==> config.mk <==
export PLATFORM = sky130hd
export DESIGN_NAME = qpsk_dibit_feeder
export DESIGN_NICKNAME = d
export VERILOG_FILES = /design/src/rtl/qpsk_pkg.sv /design/src/rtl/qpsk_dibit_fifo.sv /design/src/rtl/qpsk_dibit_feeder.sv
export SDC_FILE = /design/constraint.sdc
export NUM_CORES = 1
export LEC_CHECK = 0
export CORE_UTILIZATION = 37
export CTS_CLUSTER_DIAMETER = 50
export DETAILED_ROUTE_END_ITERATION = 12
export GPL_TIMING_DRIVEN = 0
export SLEW_MARGIN = 40
export SYNTH_ARGS = -nofsm -noshare
export SYNTH_HDL_FRONTEND = slang
export SYNTH_SLANG_ARGS = --single-unit
export TNS_END_PERCENT = 20
==> constraint.sdc <==
create_clock -name Clk -period 2.4 [get_ports Clk]
set_input_delay 0.48 -clock Clk [delete_from_list [all_inputs] [get_ports Clk]]
set_output_delay 0.48 -clock Clk [all_outputs]
set_load 0.1 [all_outputs]
Figure 1. Met2 routing.
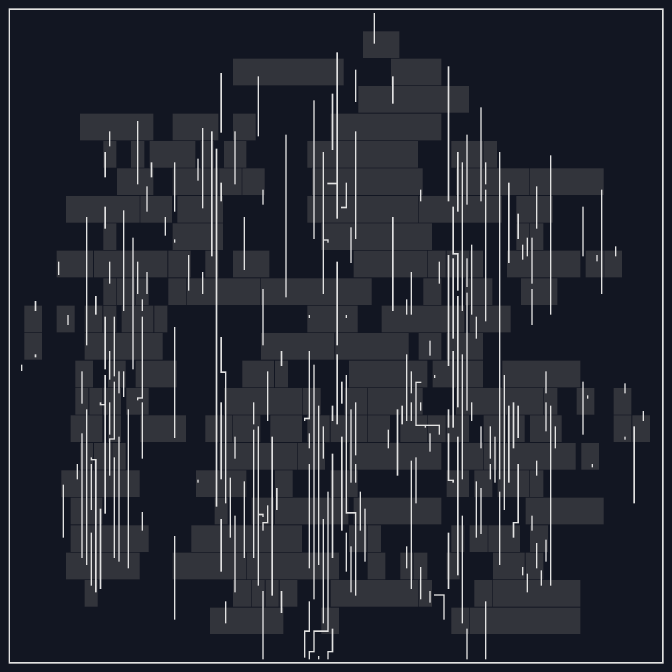
The wires run mostly vertical. The layer holds 46% of the routed length.
GR Layer Usage met2: 22.4%
via count: 1024

Figure 2. Cell outlines without signal wires.
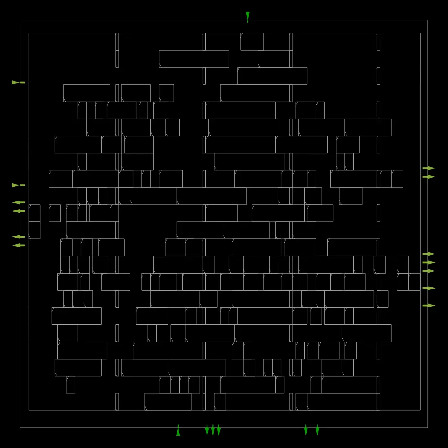
Taps Inserted: 48
sequential cells: 33
core area: 3720 um^2
Site Rows: 22
sequential cell area share: 42.3%

==> notes.md <==
From the run reports.

- The flow ran to the end, and the final reports show no timing, DRC or antenna violations.
- The final timing summary puts the cycle share of the worst path at 95.6%.
- The die is 64.6 um tall.
- The share of cells above drive strength 1 reads 29.9%.
- Yosys printed 0 warnings.
- Summed over all instances, the cell type with the most area after synthesis is sky130_fd_sc_hd__dfxtp_1.
- After global routing the overflow that remains totals 0.
- The half-perimeter wire length after placement is 1.87 mm.
- In the final routed layout, each cell accounts on average for 12.5 um.
- The via count of the first global-routing pass came to 973.
- 20 I/O pins were placed.
- The share of the core filled with cells in the final layout reads 48.5%.
- The arrival time at the worst endpoint reads 2510 ps.
- The area of the synthesized netlist per yosys stat is 1450 um^2.
- The number of instances in the synthesized netlist reads 137.
- The global placer's final weighted congestion is 0.754.
- The tightest slew margin relative to the limit reads 63.3%.
- The commonest register cell after synthesis is sky130_fd_sc_hd__dfxtp_1.
- The number of setup violations in the final report is 0.
- The worst hold path cell count reads 1.
- At the floorplan stage, the core utilization is reported as 39.1%.
- The cell count of the worst reg-to-reg path reads 10.
- The synthesis report lists the most area-consuming cells as sky130_fd_sc_hd__dfxtp_1 (34%), sky130_fd_sc_hd__edfxtp_1 (17%), sky130_fd_sc_hd__ha_1 (6.0%).
- The number of logged tool warnings is 29.
- STA classifies the critical path endpoint as a flip-flop.
- The number of buffers between clock root and the deepest sink reads 2.
- The report lists the cells along the critical path as ha_4 -> and2_1 -> nand2_2 -> nor2_1 -> ha_1 -> inv_1 -> fa_1 -> xor2_1 -> or3_1 -> a21oi_1.
- The post-route worst hold slack is 479 ps.
- The maximum number of pins on one net before global-route repair is 12.
- For this run, the script counts the antenna cells in the layout as 0.
- After detailed routing, the total wire length is 2.65 mm.
- The synthesized area per cell reads 10.6 um^2.
- The netlist uses 33 different library cells.
- The global-route wire length before repair is 4.40 mm.
- The die extent in x reads 64.6 um.
- The clock network latency to the later pin of the worst-skew pair is 290 ps.
- TritonCTS reports the number of clock sinks as 33.
- Of the synthesized area, sequential elements account for 51.0%.
- The switching part of the total power reads 20.5%.
- The script extracted a total leakage power of 0.669 nW.
- The TritonCTS clock tree reads built.
- The root cell of the clock tree is sky130_fd_sc_hd__clkbuf_8.
- The biggest fanout along the worst timing path reads 6.
- The number of cells in the yosys synthesis report is 137.
- The slack of the critical path reads 105 ps.
- The share of total power in sequential cells is 46.3%.
- The number of DRC markers after the initial detailed-route iteration is 36.
- The transition at the pin with the smallest max-transition slack reads 550 ps.
- The library cell contributing the largest single delay on the critical path reads sky130_fd_sc_hd__dfxtp_4.
- After clock tree synthesis, the flow added hold-fix buffers numbering 0.
- The number of routed nets with antenna violations reads 0.
- The number of fillers in the final layout reads 356.
- The worst hold path class reads flip-flop to flip-flop.
- The number of hold violations in the final report is 0.
- The flip-flop count of the largest register after layout reads 8.
- The chip area is 4180 um^2.
- Summed over all nets, the switching power comes to 262 uW.
- Counting flops with a built-in enable in the synthesized netlist gives 8.
- The count of nets after finishing reads 175.
- The worst setup slack after placement is -119 ps.
- The share of synthesized registers carrying an async set or reset is 0%.
- The multi-input gate area in the final layout reads 678 um^2.
- The data required time of the critical path is 2610 ps.
- Buffers placed on the I/O ports in this run total 18.
- The layout overhead on the synthesized area reads 24.2%.
- The count of maximum capacitance violations reads 0.
- The highest cell delay on the worst timing path reads 390 ps.
- Buffers inserted during clock tree synthesis total 5.
- The flow reports that the clock network draws 48.5% of the design power.
- In the final run the clock tree shows a worst skew of 6.80 ps.
- STA classifies the critical path startpoint as a flip-flop.
- The category of the most critical setup path is flip-flop to flip-flop.
## stage by stage
step	std cells	area (um^2)
floorplan	137	1480
global placement	203	1720
detailed placement	203	1640
CTS	211	1780
global route	212	1800
finish	212	1800
## placed cells by master, fill, tap and decap left out, types with 3 or more instances in the layout
cell	instances
sky130_fd_sc_hd__and2_1	5
sky130_fd_sc_hd__edfxtp_1	8
sky130_fd_sc_hd__nand2_1	8
sky130_fd_sc_hd__clkbuf_1	3
sky130_fd_sc_hd__dfxtp_4	3
sky130_fd_sc_hd__clkbuf_8	5
sky130_fd_sc_hd__ha_1	5
sky130_fd_sc_hd__inv_1	7
sky130_fd_sc_hd__nor2_1	19
sky130_fd_sc_hd__nor3_1	7
sky130_fd_sc_hd__buf_2	16
sky130_fd_sc_hd__a21oi_1	6
sky130_fd_sc_hd__dfxtp_1	13
sky130_fd_sc_hd__mux2i_1	4
sky130_fd_sc_hd__dfxtp_2	9
sky130_fd_sc_hd__xnor2_1	5
sky130_fd_sc_hd__xor2_1	4
sky130_fd_sc_hd__nand4_1	4
## kinds of logic after synthesis
family	count (synthesis)	synth area share (%)
xor gates and xnor gates	9	5.43
buffers and inverters	12	4.14
adders and majority gates	8	7.41
muxes	6	5.86
DFF	33	51.0
and+or+nand+nor	56	20.7
AOI/OAI and AO/OA	13	5.43
## what timing repair did
action                                 in CTS  in global routing
pin swaps                                   0                  1
setup endpoints to repair                   1                  1
gates resized                               1                  4
setup buffers                               0                  1
endpoints found under the hold margin       0                  0
## per-layer routing
metal	GRT usage [%]	part of all wire [%]	up-vias
li1	-	-	527
met1	16.6	47	472
met2	22.4	46	18
met3	5.81	4.5	7
met4	7.50	2.2	0
met5	0	0	-
## area by class of cell
class / count / area share, %
clock buffer: 5 / 3.82
timing repair buffer: 19 / 5.97
multi-input combinational: 92 / 37.6
sequential: 33 / 42.3
clock inverter: 3 / 3.61
inverter: 7 / 1.46
buffer: 5 / 1.87
tap: 48 / 3.33
## power groups by stage
stage          logic [mW]  registers, mW  clock network, mW
2_1_floorplan      0.0377          0.611                  0
3_3_place_gp       0.0651          0.601                  0
3_5_place_dp       0.0657          0.602                  0
4_1_cts            0.0663          0.590              0.629
5_1_grt            0.0750          0.593              0.660
6_report           0.0674          0.592              0.620
## worst max-delay path, delay by kind of cell (launching register included)
kind / cells / cell delay [ps]
AND-OR/OR-AND: 1 / 140
buffers and inverters: 1 / 60
flip-flops: 1 / 390
adder cells (fa/ha/maj): 3 / 720
XOR/XNOR: 1 / 160
AND/OR/NAND/NOR: 4 / 750
No activity file was given, so power comes from the tool's default toggle rates.
